run_1/sizes.png
Scale bar: 20 µm.
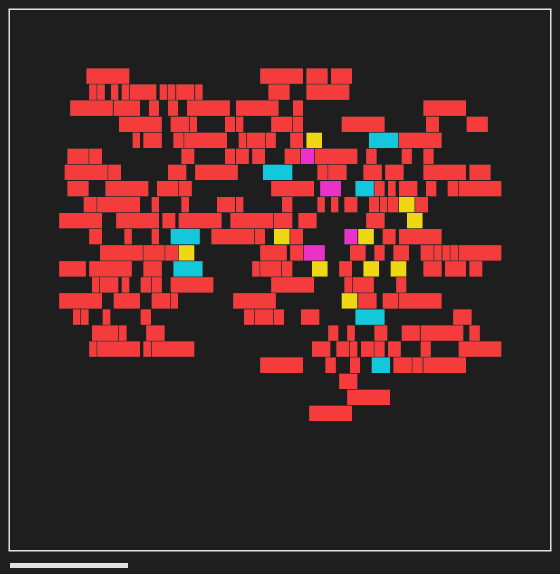
run_1/layer_met1.png
Scale bar: 20 µm. Supply wires on this layer in gray.
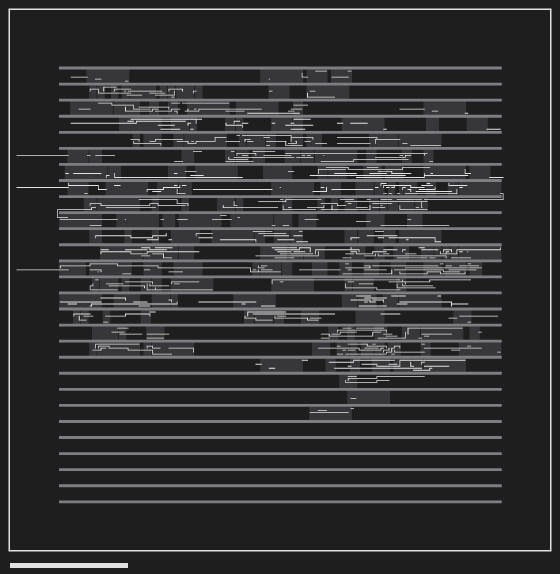
run_1/layer_met2.png
Scale bar: 20 µm.
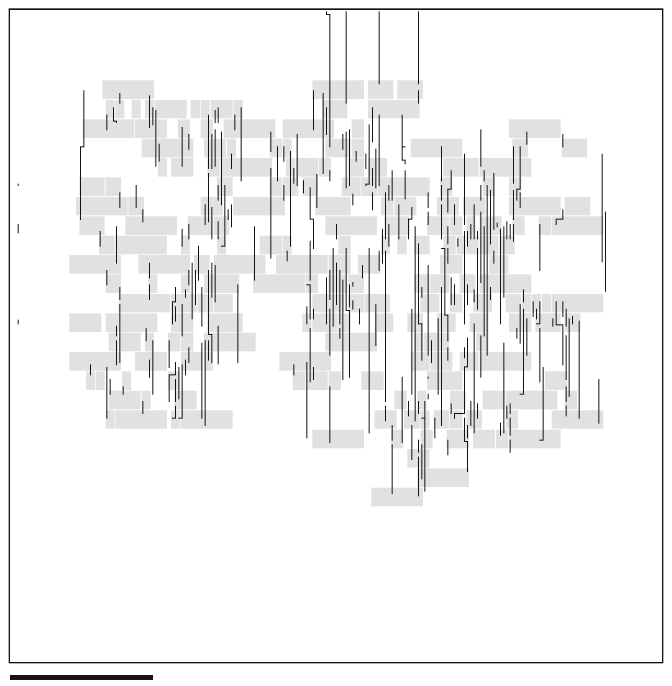
run_1/detail.png
Scale bar: 10 µm. Window x 26 to 66, y 7 to 47 µm. Cells in gray, sequential cells in the stronger gray; small squares are vias.
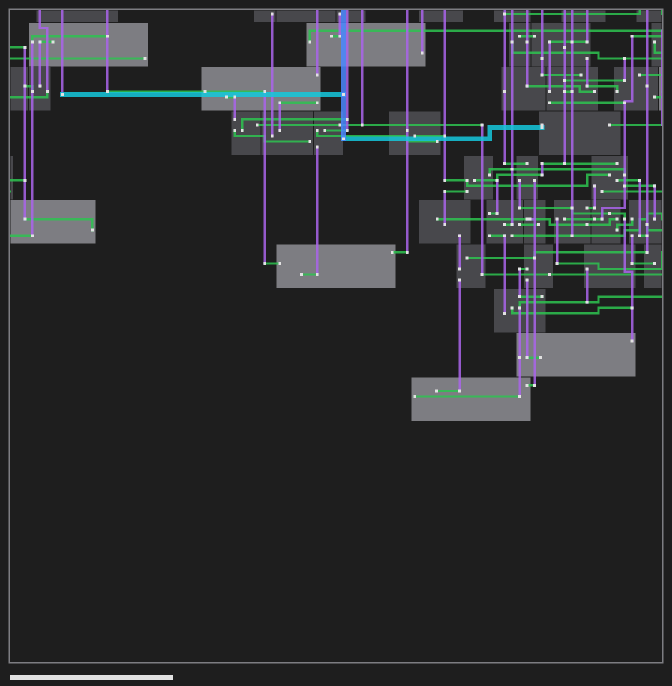
`src/rtl/watch_pkg.sv`:
```
// watch_pkg: state encoding shared by the stopwatch controller and the
// display/LED logic, plus a small helper for the "counting" states.
package watch_pkg;

   typedef enum logic [1:0] {
      ST_IDLE  = 2'd0,
      ST_RUN   = 2'd1,
      ST_PAUSE = 2'd2,
      ST_LAP   = 2'd3
   } state_t;

   // RUN and LAP both advance the counter chain; LAP only freezes the display.
   function automatic logic is_counting(input state_t s);
      return (s == ST_RUN) || (s == ST_LAP);
   endfunction

endpackage

```
`src/rtl/btn_conditioner.sv`:
```
// btn_conditioner: conditions one raw asynchronous push-button.
//   clk    in  system clock
//   reset  in  synchronous, active-high reset
//   btn    in  raw button level (asynchronous)
//   press  out one-cycle pulse on each debounced rising edge
// A 2-flop synchronizer feeds a debounce counter that runs while the
// synchronized sample disagrees with the accepted level. Once the count has
// reached DB_CYCLES and the sample still disagrees, the accepted level flips.
// Releases flip the level silently.
module btn_conditioner #(
   parameter int DB_CYCLES = 16
) (
   input  logic clk,
   input  logic reset,
   input  logic btn,
   output logic press
);

   localparam int CW = $clog2(DB_CYCLES + 1);

   logic          sync1, sync2;
   logic          level;
   logic [CW-1:0] db_cnt;

   always_ff @(posedge clk) begin
      if (reset) begin
         sync1  <= 1'b0;
         sync2  <= 1'b0;
         level  <= 1'b0;
         db_cnt <= '0;
         press  <= 1'b0;
      end else begin
         sync1 <= btn;
         sync2 <= sync1;
         press <= 1'b0;
         if (sync2 == level) begin
            db_cnt <= '0;
         end else if (db_cnt == CW'(DB_CYCLES)) begin
            level  <= sync2;
            db_cnt <= '0;
            press  <= sync2;   // rising edges only
         end else begin
            db_cnt <= db_cnt + 1'b1;
         end
      end
   end

endmodule

```
`src/rtl/stopwatch_ctrl.sv`:
```
// stopwatch_ctrl: sequencing controller for the stopwatch counter chain.
//   clk        in  system clock
//   reset      in  synchronous, active-high reset
//   btn_ss     in  raw start/stop button
//   btn_lr     in  raw lap/reset button
//   cnt_en     out one-cycle enable to the least-significant counter
//   cnt_clr    out one-cycle clear to the whole counter chain
//   snap_load  out one-cycle strobe, display register captures counts
//   disp_hold  out display shows the captured snapshot while high
//   state      out FSM state code (debug/LEDs)
// All outputs are registered. The prescaler only advances while counting, so
// a pause keeps the sub-tick phase and cnt_clr (issued from PAUSE) can never
// coincide with cnt_en.
module stopwatch_ctrl
   import watch_pkg::*;
#(
   parameter int TICK_DIV  = 100000,
   parameter int DB_CYCLES = 16
) (
   input  logic       clk,
   input  logic       reset,
   input  logic       btn_ss,
   input  logic       btn_lr,
   output logic       cnt_en,
   output logic       cnt_clr,
   output logic       snap_load,
   output logic       disp_hold,
   output logic [1:0] state
);

   localparam int PW = $clog2(TICK_DIV);

   state_t        st, st_nxt;
   logic          ss_p, lr_p;
   logic          clr_d, snap_d, hold_d;
   logic [PW-1:0] pre;

   btn_conditioner #(.DB_CYCLES(DB_CYCLES)) u_ss (
      .clk   (clk),
      .reset (reset),
      .btn   (btn_ss),
      .press (ss_p)
   );

   btn_conditioner #(.DB_CYCLES(DB_CYCLES)) u_lr (
      .clk   (clk),
      .reset (reset),
      .btn   (btn_lr),
      .press (lr_p)
   );

   // State register; strobes are registered alongside so they appear in the
   // same cycle as the new state.
   always_ff @(posedge clk) begin
      if (reset) begin
         st        <= ST_IDLE;
         cnt_clr   <= 1'b0;
         snap_load <= 1'b0;
         disp_hold <= 1'b0;
      end else begin
         st        <= st_nxt;
         cnt_clr   <= clr_d;
         snap_load <= snap_d;
         disp_hold <= hold_d;
      end
   end

   // Next state: start/stop wins when both pulses land in the same cycle.
   always_comb begin
      st_nxt = st;
      if (ss_p) begin
         case (st)
            ST_IDLE:  st_nxt = ST_RUN;
            ST_RUN:   st_nxt = ST_PAUSE;
            ST_PAUSE: st_nxt = ST_RUN;
            ST_LAP:   st_nxt = ST_PAUSE;
            default:  st_nxt = ST_IDLE;
         endcase
      end else if (lr_p) begin
         case (st)
            ST_RUN:   st_nxt = ST_LAP;
            ST_LAP:   st_nxt = ST_RUN;
            ST_PAUSE: st_nxt = ST_IDLE;
            default:  st_nxt = st;
         endcase
      end
   end

   // Output decode (pre-register values).
   always_comb begin
      clr_d  = (st == ST_PAUSE) && lr_p && !ss_p;
      snap_d = (st == ST_RUN)   && lr_p && !ss_p;
      hold_d = (st_nxt == ST_LAP);
   end

   // Prescaler: terminal count while counting yields cnt_en next cycle.
   always_ff @(posedge clk) begin
      if (reset) begin
         pre    <= '0;
         cnt_en <= 1'b0;
      end else begin
         cnt_en <= 1'b0;
         if (clr_d || st == ST_IDLE) begin
            pre <= '0;
         end else if (is_counting(st)) begin
            cnt_en <= (pre == PW'(TICK_DIV - 1));
            pre    <= (pre == PW'(TICK_DIV - 1)) ? '0 : pre + 1'b1;
         end
      end
   end

   assign state = st;

endmodule
```
`config.mk`:
```
export PLATFORM = sky130hd
export DESIGN_NAME = stopwatch_ctrl
export DESIGN_NICKNAME = d
export VERILOG_FILES = /design/src/rtl/watch_pkg.sv /design/src/rtl/btn_conditioner.sv /design/src/rtl/stopwatch_ctrl.sv
export SDC_FILE = /design/constraint.sdc
export NUM_CORES = 1
export LEC_CHECK = 0
export CAP_MARGIN = 20
export CORE_MARGIN = 8
export CORE_UTILIZATION = 30
export DETAILED_ROUTE_END_ITERATION = 10
export PLACE_DENSITY = 0.55
export SYNTH_ARGS = -nofsm -noshare
export SYNTH_HDL_FRONTEND = slang
export SYNTH_SLANG_ARGS = --single-unit
```
`constraint.sdc`:
```
create_clock -name clk -period 2 [get_ports clk]
set_input_delay 0.4 -clock clk [delete_from_list [all_inputs] [get_ports clk]]
set_output_delay 0.4 -clock clk [all_outputs]
set_load 0.03 [all_outputs]
```
==> ci_impl_report.md, run 1 <==
### Flow metrics

| Metric | Value |
|---|---|
| Cell type with the largest total area | `dfxtp_1` |
| Switching Fraction | `23.63%` |
| Final Cell Area | `2023 µm²` |
| Comb pwr share | `1.5%` |
| Seq/Total Area, Yosys | `48.09%` |
| Hold Path Origin | `u_lr.sync1$_SDFF_PP0_` |
| Status | `completed` |
| Pint | `0.001087 W` |
| Vias in the first global route | `1232` |
| Maximum Capacitance Violations | `0` |
| Setup crit end | `pre[16]$_SDFFE_PP0P_` |
| Met3 routed wirelength | `109 µm` |
| Number of I/O port buffers | `9` |
| Largest power group | `registers` |
| Gate Area | `828.3 µm²` |
| Clock Power Share | `40.7%` |
| Final setup fails | `0` |
| Most numerous cell in the Yosys netlist | `dfxtp_1` |
| Clk power | `0.000578 W` |
| Detailed-route vias per instance | `4.603` |
| Fin util | `36.74%` |
| Global routing usage on met2 | `12.12%` |
| Top cell excl fill/tap | `dfxtp_1` |
| Htree depth | `2` |
| Comb area share | `40.94%` |
| Row Count | `27` |
| Synth Area in Adders | `3.666%` |
| # fillers | `568` |
| Flop count | `41` |
| Largest net degree at the start of global routing | `18` |
| Seq group | `0.000823 W` |
| DRC | `0` |
| Worst EP required | `2.22 ns` |
| Yosys stat area | `1707 µm²` |
| Comb group | `0.0000211 W` |
| Ys async rst share | `0%` |
| VDD IR-drop max | `0.4532 mV` |
| Setup Skew | `0.005886 ns` |
| I/O Pins | `10` |
| Static leakage | `0.6440 nW` |
| Reg clk slew, reported paths | `0.09 ns` |
| Gr usage total | `8.086%` |
| Worst hold endpoint | `u_lr.sync2$_SDFF_PP0_` |
| Setup_tns | `0 ns` |
| Chip Area | `8359 µm²` |
| Routability cong. | `0.7628` |
| Switching pwr | `0.0003362 W` |
| Die Ht | `91.43 µm` |
Back to the opening pictures, sizes.png:
Key: magenta = _2 cells [cells 4]; cyan = _6 and larger [cells 7]; yellow = _3 and _4 cells [cells 10]; red = _0 and _1 cells [cells 184]

Back to the opening pictures, layer_met1.png:
201 nets have wire on it. The longest straight run is 23.9 µm. The layer carries 1590 µm of wire. The layer holds 51% of the routed length.

Back to the opening pictures, layer_met2.png:
The layer holds 44% of the routed length. The layer carries 1360 µm of wire.

Back to the opening pictures, detail.png:
Key: blue = metal 4; green = metal 1; cyan = metal 3; purple = metal 2
Most frequent: dfxtp_1 (7), nor3_1 (5), nor4_1 (3). Netlist names of flops here include `pre` (5), `u_ss.db_cnt` (2). Sequential cells in the window: 7. 31 logic cells have their middle in the window.

[run 1: flip-flops by register name, indices dropped and copies added, names as in the netlist]
signal and cells:
u_lr.db_cnt 5, u_ss.sync1 1, disp_hold 1, u_lr.sync1 1
u_lr.press 1, u_ss.db_cnt 5, u_lr.level 1, snap_load 1
state 2, cnt_en 1, u_ss.sync2 1, cnt_clr 1
u_lr.sync2 1, pre 17, u_ss.level 1, u_ss.press 1
[run 1: critical path, stage by stage, from the launching register on]
cell	delay (ns)
dfxtp_1	0.38
ha_1	0.23
nand3_2	0.10
or4_1	0.54
or3_1	0.35
a211oi_1	0.21
[run 1: what timing repair did]
| item | CTS | global route |
|---|---|---|
| gates resized | 0 | 1 |
| hold buffers | 0 | 0 |
| setup endpoints to repair | 0 | 1 |
==> run 2: changes to the inputs <==
--- a/config.mk
+++ b/config.mk
@@ -9,7 +9,7 @@
 export CORE_MARGIN = 8
 export CORE_UTILIZATION = 30
 export DETAILED_ROUTE_END_ITERATION = 10
-export PLACE_DENSITY = 0.55
+export PLACE_DENSITY_LB_ADDON = 0.15
 export SYNTH_ARGS = -nofsm -noshare
 export SYNTH_HDL_FRONTEND = slang
 export SYNTH_SLANG_ARGS = --single-unit
==> constraint.sdc (replaced) <==
create_clock -name clk -period 1.8 [get_ports clk]
set_input_delay 0.36 -clock clk [delete_from_list [all_inputs] [get_ports clk]]
set_output_delay 0.36 -clock clk [all_outputs]
set_load 0.03 [all_outputs]
run_2/layer_met2.png
Scale bar: 20 µm.
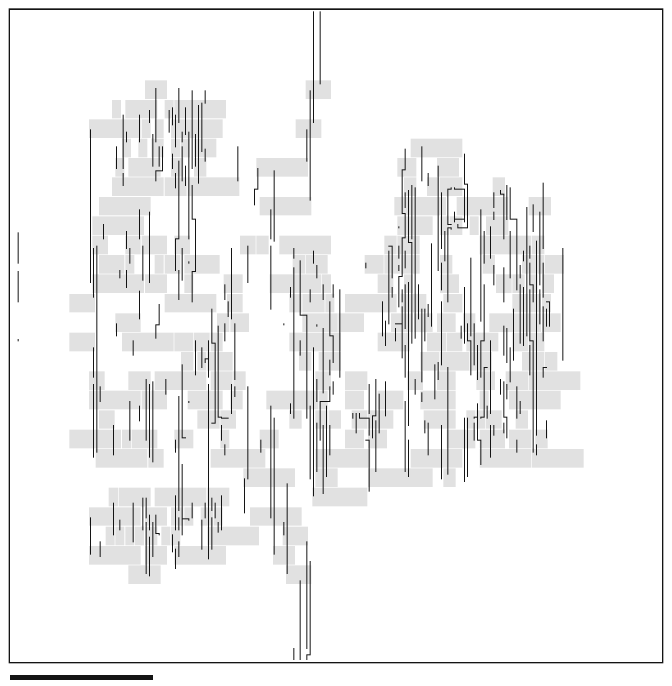
The longest straight run is 28.9 µm. The layer holds 49% of the routed length. The wires run mostly vertical. 197 nets have wire on it. The layer carries 1660 µm of wire.

run_2/sizes.png
Scale bar: 20 µm.
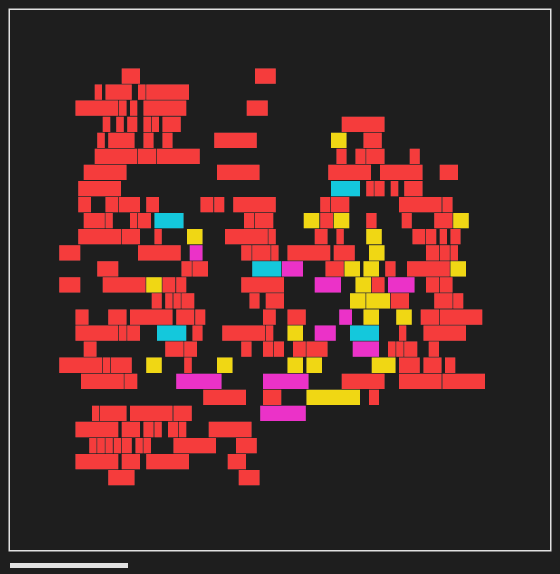
Key: yellow = _3 and _4 cells [cells 23]; magenta = _2 cells [cells 10]; cyan = _6 and larger [cells 5]; red = _0 and _1 cells [cells 176]

==> run 2 against run 1 <==
Synthesized cell count is the same. Sequential cell count is the same. Total power grew 8.2%. Sequential power grew 11%. Global-route usage grew 0.57 points.
==> ci_impl_report.md, run 2 <==
### Flow metrics

| Metric | Value |
|---|---|
| Status | `completed (unchanged)` |
| Comb pwr share | `1.6% (was 1.5%)` |
| Ys async rst share | `0% (unchanged)` |
| Setup_tns | `0 ns (unchanged)` |
| Global routing usage on met2 | `14.77% (was 12.12%)` |
| Hold Vio Cnt, Final | `0 (unchanged)` |
| VDD IR-drop max | `0.4764 mV (was 0.4532 mV)` |
| Antenna-violating nets left | `0 (unchanged)` |
| Hold Path Origin | `u_lr.sync1$_SDFF_PP0_ (unchanged)` |
| Chip Area | `8359 µm² (unchanged)` |
| CTS Hold Bufs | `0 (unchanged)` |
| Yosys stat area | `1707 µm² (unchanged)` |
| Die Ht | `91.43 µm (unchanged)` |
| Clock Power Share | `38.9% (was 40.7%)` |
| Final WS setup | `0.07151 ns (was 0.1071 ns)` |
| Top reg by flops | `pre (unchanged)` |
| Seq group | `0.000915 W (was 0.000823 W)` |
| Row Count | `27 (unchanged)` |
| Most numerous cell in the Yosys netlist | `dfxtp_1 (unchanged)` |
| Synth Area in Adders | `3.666% (unchanged)` |
| DRC | `0 (unchanged)` |
| Gr usage total | `8.655% (was 8.086%)` |
| Cell type with the largest total area | `dfxtp_1 (unchanged)` |
| Routability cong. | `0.7512 (was 0.7628)` |
| Largest registers | `pre x17, u_lr.db_cnt x5, u_ss.db_cnt x5 (unchanged)` |
| Max reg flops | `17 (unchanged)` |
| Seq/Total Area, Yosys | `48.09% (unchanged)` |
| Switching Fraction | `22.09% (was 23.63%)` |
| Met3 routed wirelength | `126 µm (was 109 µm)` |
| Largest power group | `registers (unchanged)` |
| Worst EP required | `2.02 ns (was 2.22 ns)` |
| Comb group | `0.0000252 W (was 0.0000211 W)` |
| Switching pwr | `0.0003400 W (was 0.0003362 W)` |
| Final Cell Area | `2122 µm² (was 2023 µm²)` |
| Setup Skew | `0.003615 ns (was 0.005886 ns)` |
| Setup crit end | `pre[14]$_SDFFE_PP0P_ (was pre[16]$_SDFFE_PP0P_)` |
| Worst hold endpoint | `u_lr.sync2$_SDFF_PP0_ (unchanged)` |
| Vias in the first global route | `1342 (was 1232)` |
| Reg clk slew, reported paths | `0.08 ns (was 0.09 ns)` |
| I/O Pins | `10 (unchanged)` |
| Clk power | `0.000599 W (was 0.000578 W)` |
| # resized after CTS | `4 (was 0)` |
| Static leakage | `0.6707 nW (was 0.6440 nW)` |
| Maximum Capacitance Violations | `0 (unchanged)` |
## run 2: cell types whose count changed in the layout (fill, tap and decap cells not counted), moves of 2 or more
cell / delta
a211oi_1: -2
inv_6: -2
buf_4: +9
dfxtp_1: -3
dfxtp_2: +3
a211oi_2: +2
## run 2: cell type report
class,instances,area (µm²),share of cell area (%)
well taps,72,90.09,4.245
clock buffers,6,72.57,3.420
inverters,8,30.03,1.415
repair buffers,27,224.0,10.55
clock inverters,2,15.01,0.7075
flip-flops and latches,41,824.5,38.86
multi-input cells,130,865.8,40.80
## run 2: critical path, cell delays in order (launching register included)
cell	delay, ns
dfxtp_2	0.36
ha_4	0.14
nand3_2	0.09
or2_2	0.32
or4b_1	0.52
a211oi_2	0.22
Power figures rest on the tool's default switching activity, not on a simulated workload.
